Figure 1. Metal 1 (run 1).
Bar = 50 µm. Supply wires on this layer in grey.
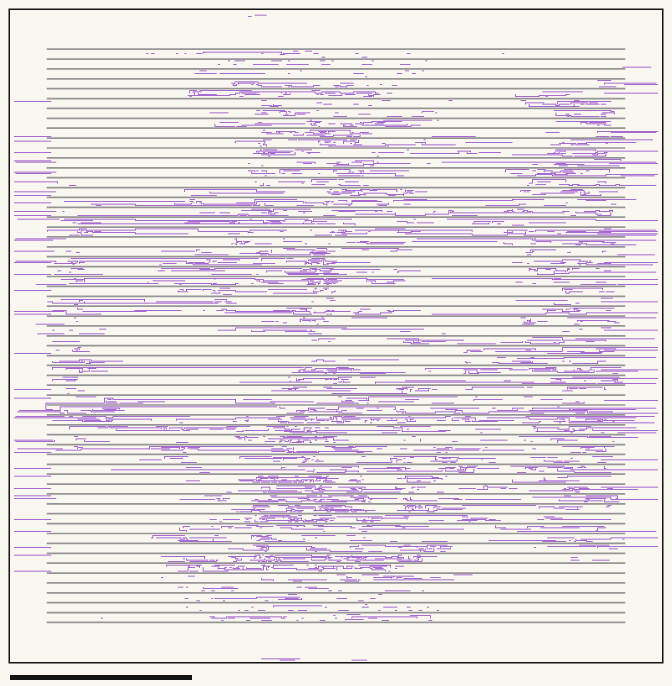
Figure 2. M2 wires (run 1).
Cells faint in the background.
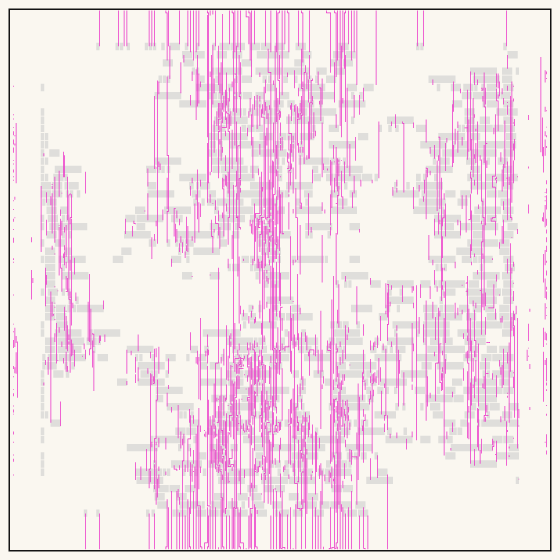
Figure 3. M3 wires (run 1).
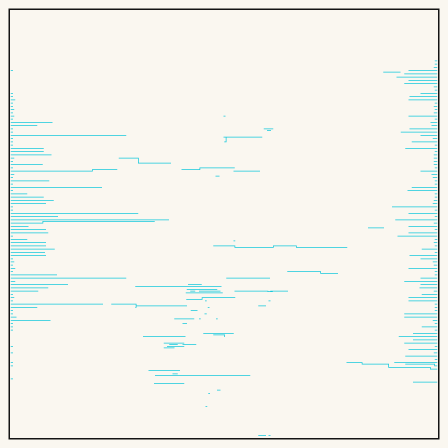
===== src/rtl/instruction_fetch.sv =====
// ---------------------------------------------------------------------------
// instruction_fetch
//
// Fetch stage of the pipelined RV32I core. Owns the fetch PC, presents it
// combinationally to instruction memory and captures the returned word into
// the IF/ID pipeline register for the decode stage. Supports fetch stall,
// decode stall, decode flush (bubble insertion) and execute-stage redirect.
//
// Optional feature macro: FETCH_PERF_CNT_EN
//   defined     -> fetch_cnt / bubble_cnt are live wrapping counters
//   not defined -> no counter registers, both outputs tied to zero
//
// Parameters
//   RESET_PC   PC value loaded on reset
//   NOP_INSTR  bubble encoding (addi x0,x0,0) loaded on reset/flush
//   CNT_W      width of the performance counters
//
// Ports
//   clk, rst_n     rising-edge clock, asynchronous active-low reset
//   stall_f        hold the fetch PC this cycle
//   stall_d        hold the IF/ID register this cycle
//   flush_d        load a bubble into the IF/ID register
//   pcsrc_e        redirect the PC to pctarget_e (overrides stall_f)
//   pctarget_e     redirect target from execute, used as-is
//   imem_addr      byte address to instruction memory (= pc_f)
//   imem_rd        instruction word returned in the same cycle
//   pc_f           current fetch PC
//   instr_d        IF/ID instruction
//   pc_d           IF/ID PC of instr_d
//   pcplus4_d      IF/ID pc_d + 4
//   valid_d        IF/ID 1 = real instruction, 0 = bubble
//   fetch_cnt      real instructions captured into IF/ID
//   bubble_cnt     flush bubbles inserted into IF/ID
// ---------------------------------------------------------------------------
module instruction_fetch #(
  parameter logic [31:0] RESET_PC  = 32'h0000_0000,
  parameter logic [31:0] NOP_INSTR = 32'h0000_0013,
  parameter int unsigned CNT_W     = 32
) (
  input  logic             clk,
  input  logic             rst_n,
  input  logic             stall_f,
  input  logic             stall_d,
  input  logic             flush_d,
  input  logic             pcsrc_e,
  input  logic [31:0]      pctarget_e,
  output logic [31:0]      imem_addr,
  input  logic [31:0]      imem_rd,
  output logic [31:0]      pc_f,
  output logic [31:0]      instr_d,
  output logic [31:0]      pc_d,
  output logic [31:0]      pcplus4_d,
  output logic             valid_d,
  output logic [CNT_W-1:0] fetch_cnt,
  output logic [CNT_W-1:0] bubble_cnt
);

  logic [31:0] pcF_q, pcF_d;
  logic [31:0] pcPlus4F;
  logic [31:0] instrD_q, instrD_d;
  logic [31:0] pcD_q, pcD_d;
  logic [31:0] pcPlus4D_q, pcPlus4D_d;
  logic        validD_q, validD_d;

  // Shared incrementer; wraps modulo 2^32 with no overflow indication.
  assign pcPlus4F = pcF_q + 32'd4;

  // Redirect wins over stall_f so a taken branch is never lost to a stall.
  always_comb begin
    pcF_d = pcF_q;
    if (pcsrc_e) begin
      pcF_d = pctarget_e;
    end else if (!stall_f) begin
      pcF_d = pcPlus4F;
    end
  end

  // Flush wins over stall_d; a flush keeps pc_d/pcplus4_d so only the
  // instruction and valid bit change.
  always_comb begin
    instrD_d   = instrD_q;
    pcD_d      = pcD_q;
    pcPlus4D_d = pcPlus4D_q;
    validD_d   = validD_q;
    if (flush_d) begin
      instrD_d = NOP_INSTR;
      validD_d = 1'b0;
    end else if (!stall_d) begin
      instrD_d   = imem_rd;
      pcD_d      = pcF_q;
      pcPlus4D_d = pcPlus4F;
      validD_d   = 1'b1;
    end
  end

  always_ff @(posedge clk or negedge rst_n) begin
    if (!rst_n) begin
      pcF_q      <= RESET_PC;
      instrD_q   <= NOP_INSTR;
      pcD_q      <= 32'd0;
      pcPlus4D_q <= 32'd0;
      validD_q   <= 1'b0;
    end else begin
      pcF_q      <= pcF_d;
      instrD_q   <= instrD_d;
      pcD_q      <= pcD_d;
      pcPlus4D_q <= pcPlus4D_d;
      validD_q   <= validD_d;
    end
  end

`ifdef FETCH_PERF_CNT_EN
  logic [CNT_W-1:0] fetchCnt_q, fetchCnt_d;
  logic [CNT_W-1:0] bubbleCnt_q, bubbleCnt_d;

  // Counters follow exactly the IF/ID capture decision above.
  always_comb begin
    fetchCnt_d  = fetchCnt_q;
    bubbleCnt_d = bubbleCnt_q;
    if (flush_d) begin
      bubbleCnt_d = bubbleCnt_q + CNT_W'(1);
    end else if (!stall_d) begin
      fetchCnt_d = fetchCnt_q + CNT_W'(1);
    end
  end

  always_ff @(posedge clk or negedge rst_n) begin
    if (!rst_n) begin
      fetchCnt_q  <= '0;
      bubbleCnt_q <= '0;
    end else begin
      fetchCnt_q  <= fetchCnt_d;
      bubbleCnt_q <= bubbleCnt_d;
    end
  end

  assign fetch_cnt  = fetchCnt_q;
  assign bubble_cnt = bubbleCnt_q;
`else
  assign fetch_cnt  = '0;
  assign bubble_cnt = '0;
`endif

  assign imem_addr = pcF_q;
  assign pc_f      = pcF_q;
  assign instr_d   = instrD_q;
  assign pc_d      = pcD_q;
  assign pcplus4_d = pcPlus4D_q;
  assign valid_d   = validD_q;

endmodule

===== config.mk =====
export PLATFORM = sky130hd
export DESIGN_NAME = instruction_fetch
export DESIGN_NICKNAME = d
export VERILOG_FILES = /design/src/rtl/instruction_fetch.sv
export SDC_FILE = /design/constraint.sdc
export NUM_CORES = 1
export LEC_CHECK = 0
export ABC_CLOCK_PERIOD_IN_PS = 2700
export CORE_MARGIN = 10
export CORE_UTILIZATION = 26
export DETAILED_ROUTE_END_ITERATION = 16
export GPL_TIMING_DRIVEN = 1
export PLACE_DENSITY = 0.6
export SETUP_SLACK_MARGIN = 0.02
export SLEW_MARGIN = 30
export SYNTH_ARGS = -nofsm -noshare
export SYNTH_HDL_FRONTEND = slang
export SYNTH_SLANG_ARGS = --single-unit
export TNS_END_PERCENT = 10

===== constraint.sdc =====
create_clock -name clk -period 2.7 [get_ports clk]
set_input_delay 0.54 -clock clk [delete_from_list [all_inputs] [get_ports clk]]
set_output_delay 0.54 -clock clk [all_outputs]
set_load 0.05 [all_outputs]

==> impl_metrics.yaml, run 1 <==
# yosys + openroad results
status:
  outcome: "completed"
logic_synthesis:
  synth_cell_types: 40
  ys_warn_count: 0
  yosysTopAreaCellShare: 0.4696
  simple_gate_area_frac: 0.2034
  edf_count: 0
  ys_sh_adder: 0.001894
  top_cells_by_area: "dfrtp_1, buf_4, nand2_1"
  synthArstFlopShare: 1.000
  syn_area_per_cell_um2: 9.127
  seq_area_frac_synth: 0.4815
  common_cells: "nand2_1, dfrtp_1, buf_4"
  yosysChipArea_um2: 6608
  synth_top_cell_by_count: "nand2_1"
  synthCells: 724
  ys.flop_type: "dfrtp_1"
setup_path:
  r2r_cells: 4
  critPathLaunch: "imem_addr[16]"
  worstSetupPathType: "flop to output port"
  path_depth: 1
  crit_path_max_fanout: 12
  slowest_stage: "clkdlybuf4s50_1"
  rr_startpoint: "imem_addr[17]"
  path_cells: "clkdlybuf4s50_1"
  required_ns: 2.16
  end_kind: "output port"
  startpoint_type: "flop"
  cpPeakStageDelay_ns: 0.91
sta:
  skew_ns: 0.007558
  relSlewSlack: 0.5439
  slew_violations: 0
  hold_violations: 0
  setup_ws_ns: 0.1742
  fin_hold_ws_ns: 0.08777
  clock.fmax_mhz: 395.9
  finalSetupViolCount: 0
pwr:
  power_leader: "combinational logic"
  vdd_drop_max_mv: 0.3306
  p_int_uw: 4140
  seqPwrFrac: 0.336
  p_clk_uw: 2170
  p_comb_uw: 2400
  p_clk_frac: 0.316
  combPwrFrac: 0.348
  sw_frac_of_total: 0.3983
  power_leakage_uw: 0.004036
  power_density_nw_per_um2: 727.1
  p_sw_uw: 2741
final_layout:
  buf_share: 0.2738
  design_area_um2: 9463
  drive_gt1_frac: 0.08360
  clk_share: 0.05884
  seq_area_um2: 3182
  largest_class: "sequential cells"
  fin_util: 0.3769
  ff_count: 127
  comb_cells: 506
  n_clock_buffer: 19
  area_delta_synth_final_pct: 43.21
  nNonClkBuffers: 264
  most-common-layout-cells: "clkdlybuf4s50_1, nand2_1, dfrtp_1, conb_1, nor2_1"
  comb_area_share: 0.2847
placement:
  place_inst: 1232
  postPlaceCellArea_um2: 8899
  dp_hpwl_um: 17710
  dp_slack_ns: 0.1660
floorplan:
  fp.dieW_um: 179.4
  die_area_um2: 32190
  design.core.area_um2: 25110
  fp-row-count: 58
  taps: 330
  fp_util: 0.2632
clock_tree:
  tritoncts: "built"
  cts_htree_levels: 4
  clk_latency_ns: 0.41
  cts_max_path_buffers: 2
  post_cts_resized: 0
  post_cts_buffers: 0
  cts_hold_buffers: 0
flow_run:
  maxCapViolations: 0
routing:
  drt_iter0_markers: 393
  wl_met1_um: 10480
  dr_wl_met2_um: 10540
  wl_per_cell_um: 18.45
global_routing:
  met1_usage: 0.1792
  antenna_found_initial: 3
  gr-usage-all-layers: 0.1405
  grt_pass1_wl_um: 35990
  grt_max_degree: 64
min_path:
  worstHoldPathType: "input port to async pin"
About Figure 1:
- main direction: horizontal
- nets with wire on the layer: 871
- share of all routed wire: 45%

About Figure 2:
- nets with wire on the layer: 821
- wire length on this layer: 10500 µm
M2 GR Usage: 0.2149
Total Wirelength: 23360 µm
via total after detailed routing: 5672

About Figure 3:
- wire length on this layer: 1950 µm
- nets with wire on the layer: 205
- share of all routed wire: 8.3%
- main direction: horizontal
- longest straight run: 66.0 µm
M3 GR Usage: 0.05683

Figure 4. Metal 4 (run 1).
Bar = 50 µm. Supply wires on this layer in grey.
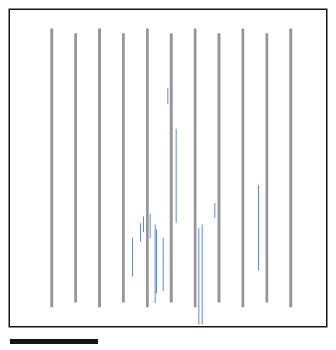

==> run 1 -> run 2 <==
--- a/config.mk
+++ b/config.mk
@@ -9,7 +9,7 @@
 export CORE_MARGIN = 10
 export CORE_UTILIZATION = 26
 export DETAILED_ROUTE_END_ITERATION = 16
-export GPL_TIMING_DRIVEN = 1
+export GPL_TIMING_DRIVEN = 0
 export PLACE_DENSITY = 0.6
 export SETUP_SLACK_MARGIN = 0.02
 export SLEW_MARGIN = 30
Figure 5. Metal 4 (run 2).
Bar = 50 µm. Supply wires on this layer in grey.
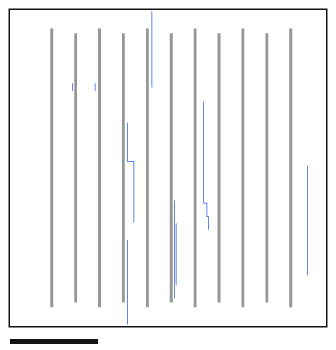
- main direction: vertical
- wire length on this layer: 386 µm

==> run 2 against run 1 <==
  * First-iteration DRC count is 1.3% higher
  * Final area rose by 7.6%
  * Combinational power rose by 5%
  * Clock power rose by 7%
  * Flip-flop count is the same
  * Global-route usage up 1.2 points
  * Register-to-register slack worse by 0.17 ns
==> impl_metrics.yaml, run 2 <==
# yosys + openroad results
status:
  outcome: "completed"
placement:
  postPlaceCellArea_um2: 9572
  dp_slack_ns: -0.2115
  place_inst: 1346
  dp_hpwl_um: 19440
logic_synthesis:
  common_cells: "nand2_1, dfrtp_1, buf_4"
  synth_top_cell_by_count: "nand2_1"
  seq_area_frac_synth: 0.4815
  yosysTopAreaCell: "dfrtp_1"
  synthArstFlopShare: 1.000
  synth_cell_types: 40
  ys.flop_type: "dfrtp_1"
  top_cells_by_area: "dfrtp_1, buf_4, nand2_1"
  ys_warn_count: 0
  ys_sh_adder: 0.001894
  yosysTopAreaCellShare: 0.4696
  syn_area_per_cell_um2: 9.127
  edf_count: 0
  simple_gate_area_frac: 0.2034
  synthCells: 724
  yosysChipArea_um2: 6608
clock_tree:
  cts_buffers: 17
  cts_hold_buffers: 0
  clk_latency_ns: 0.42
  post_cts_resized: 1
  post_cts_buffers: 0
  cts_htree_levels: 4
  tritoncts: "built"
  cts_max_path_buffers: 2
flow_run:
  maxCapViolations: 0
sta:
  setup_ws_ns: 0.1023
  skew_ns: 0.007618
  relSlewSlack: 0.4986
  slew_violations: 0
  fin_hold_ws_ns: 0.08743
  clock.fmax_mhz: 385.0
  finalSetupViolCount: 0
  hold_violations: 0
  worst_pin_slew_ns: 0.7521
final_layout:
  area_delta_synth_final_pct: 54.02
  design_area_um2: 10180
  ff_count: 127
  clk_share: 0.05790
  comb_cells: 506
  seq_area_um2: 3183
  nNonClkBuffers: 378
  comb_area_share: 0.2647
  fin_util: 0.4053
  most-common-layout-cells: "clkdlybuf4s50_1, nand2_1, dfrtp_1, buf_4, conb_1"
  drive_gt1_frac: 0.1528
  largest_class: "non-clock buffers"
  n_clock_buffer: 19
  buf_share: 0.3217
global_routing:
  met1_usage: 0.1848
  grt_max_degree: 79
  grt_use_met2: 0.2429
  grtUsageMet3: 0.06426
  grt_pass1_wl_um: 38670
  antenna_found_initial: 4
  gr-usage-all-layers: 0.1522
pwr:
  p_int_uw: 4359
  p_clk_uw: 2320
  power_leakage_uw: 0.004504
  power_leader: "combinational logic"
  seqPwrFrac: 0.323
  p_sw_uw: 2801
  sw_frac_of_total: 0.3912
  p_clk_frac: 0.324
  p_comb_uw: 2530
  combPwrFrac: 0.353
  vdd_drop_max_mv: 0.3192
  power_density_nw_per_um2: 703.6
setup_path:
  r2r_cells: 7
  startpoint_type: "flop"
  required_ns: 2.16
  cpPeakStageDelay_ns: 0.79
  slowest_stage: "clkdlybuf4s50_1"
  end_kind: "output port"
  critPathLaunch: "imem_addr[17]"
  rr_startpoint: "imem_addr[14]"
  worstSetupPathType: "flop to output port"
  crit_path_max_fanout: 11
  path_depth: 2
  path_cells: "buf_4 -> clkdlybuf4s50_1"
floorplan:
  taps: 330
  fp.dieW_um: 179.4
  fp_util: 0.2632
  fp-row-count: 58
  design.core.area_um2: 25110
  die_area_um2: 32190
routing:
  wl_per_cell_um: 18.22
  wl_met1_um: 10800
  drt_iter0_markers: 398
  drt_wl_total_um: 25130
  dr_wl_met2_um: 11720
  dr_total_vias: 6013
min_path:
  worstHoldPathType: "input port to async pin"
Figure 6. M2 wires (run 2).
Cells faint in the background.
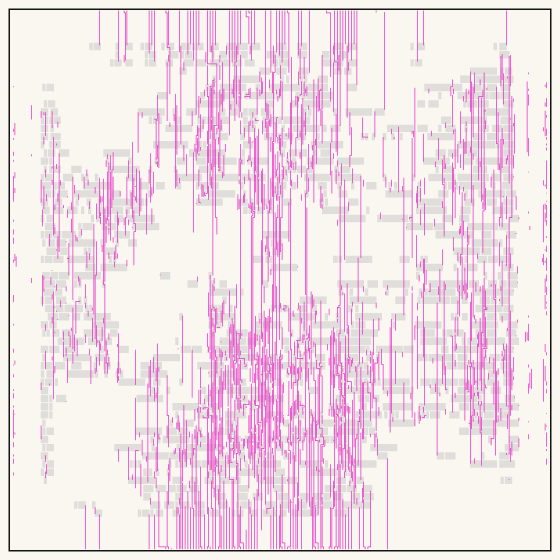
- share of all routed wire: 47%
- nets with wire on the layer: 888
- longest straight run: 78.6 µm

==> run 2 -> run 3 <==
--- a/config.mk
+++ b/config.mk
@@ -16,4 +16,4 @@
 export SYNTH_ARGS = -nofsm -noshare
 export SYNTH_HDL_FRONTEND = slang
 export SYNTH_SLANG_ARGS = --single-unit
-export TNS_END_PERCENT = 10
+export TNS_END_PERCENT = 50
Figure 7. Congestion heat map (run 3).
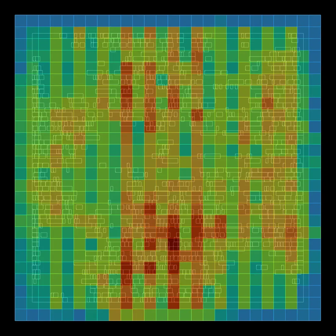
M1 GR Usage: 0.1848
M2 GR Usage: 0.2429
gr usage total: 0.1522
routed len/inst: 18.22 µm
Util after Layout: 0.4053

Figure 8. Metal 1 (run 3).
Bar = 50 µm. Supply wires on this layer in grey.
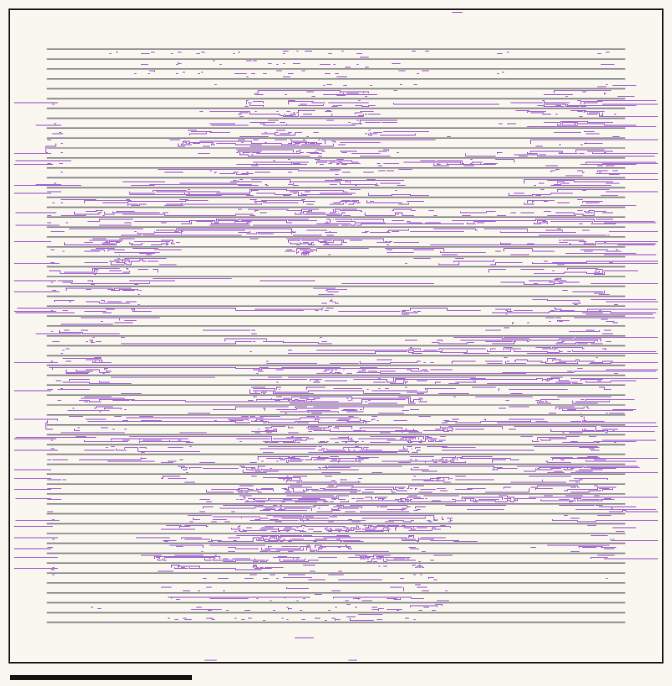
- longest straight run: 60.0 µm
- main direction: horizontal
- share of all routed wire: 43%
- wire length on this layer: 10800 µm

==> run 3 against run 2 <==
  * Sequential share of layout area unchanged
  * Critical endpoint unchanged
  * Wire length stayed put
  * Register-to-register slack about the same
  * Non-clock buffer count did not move
  * Sequential power barely moved
  * Via count is the same
  * Largest cell class unchanged
  * Synthesized area did not move
  * Fmax unchanged
  * Final cell count did not move
  * Combinational power about the same
==> impl_metrics.yaml, run 3 <==
# yosys + openroad results
pwr:
  seqPwrFrac: 0.323
  p_clk_frac: 0.324
  power_leakage_uw: 0.004504
  sw_frac_of_total: 0.3912
  p_clk_uw: 2320
  power_leader: "combinational logic"
final_layout:
  buf_share: 0.3217
  ff_count: 127
  area_delta_synth_final_pct: 54.02
  seq_area_um2: 3183
  n_clock_buffer: 19
  comb_area_share: 0.2647
  nNonClkBuffers: 378
  most-common-layout-cells: "clkdlybuf4s50_1, nand2_1, dfrtp_1, buf_4, conb_1"
  design_area_um2: 10180
  clk_share: 0.05790
clock_tree:
  post_cts_resized: 1
  cts_buffers: 17
  post_cts_buffers: 0
logic_synthesis:
  top_cells_by_area: "dfrtp_1, buf_4, nand2_1"
  seq_area_frac_synth: 0.4815
  synthArstFlopShare: 1.000
  ys_sh_adder: 0.001894
  ys_warn_count: 0
  synth_top_cell_by_count: "nand2_1"
  yosysTopAreaCellShare: 0.4696
  yosysTopAreaCell: "dfrtp_1"
  simple_gate_area_frac: 0.2034
  synth_cell_types: 40
  synthCells: 724
  common_cells: "nand2_1, dfrtp_1, buf_4"
  edf_count: 0
  ys.flop_type: "dfrtp_1"
  syn_area_per_cell_um2: 9.127
floorplan:
  fp_util: 0.2632
  die_area_um2: 32190
  design.core.area_um2: 25110
  taps: 330
routing:
  dr_wl_met2_um: 11720
  drt_iter0_markers: 398
  dr_total_vias: 6013
global_routing:
  grt_pass1_wl_um: 38670
  grtUsageMet3: 0.06426
  grt_max_degree: 79
setup_path:
  slowest_stage: "clkdlybuf4s50_1"
  crit_path_max_fanout: 11
  end_kind: "output port"
  cpPeakStageDelay_ns: 0.79
  r2r_cells: 7
  rr_startpoint: "imem_addr[14]"
  path_depth: 2
  critPathLaunch: "imem_addr[17]"
placement:
  place_inst: 1346
sta:
  relSlewSlack: 0.4986
  skew_ns: 0.007618
  clock.fmax_mhz: 385.0
  fin_hold_ws_ns: 0.08743
  slew_violations: 0
flow_run:
  maxCapViolations: 0
min_path:
  worstHoldPathType: "input port to async pin"
status:
  outcome: "completed"
Power is estimated from default activity; no workload was simulated.
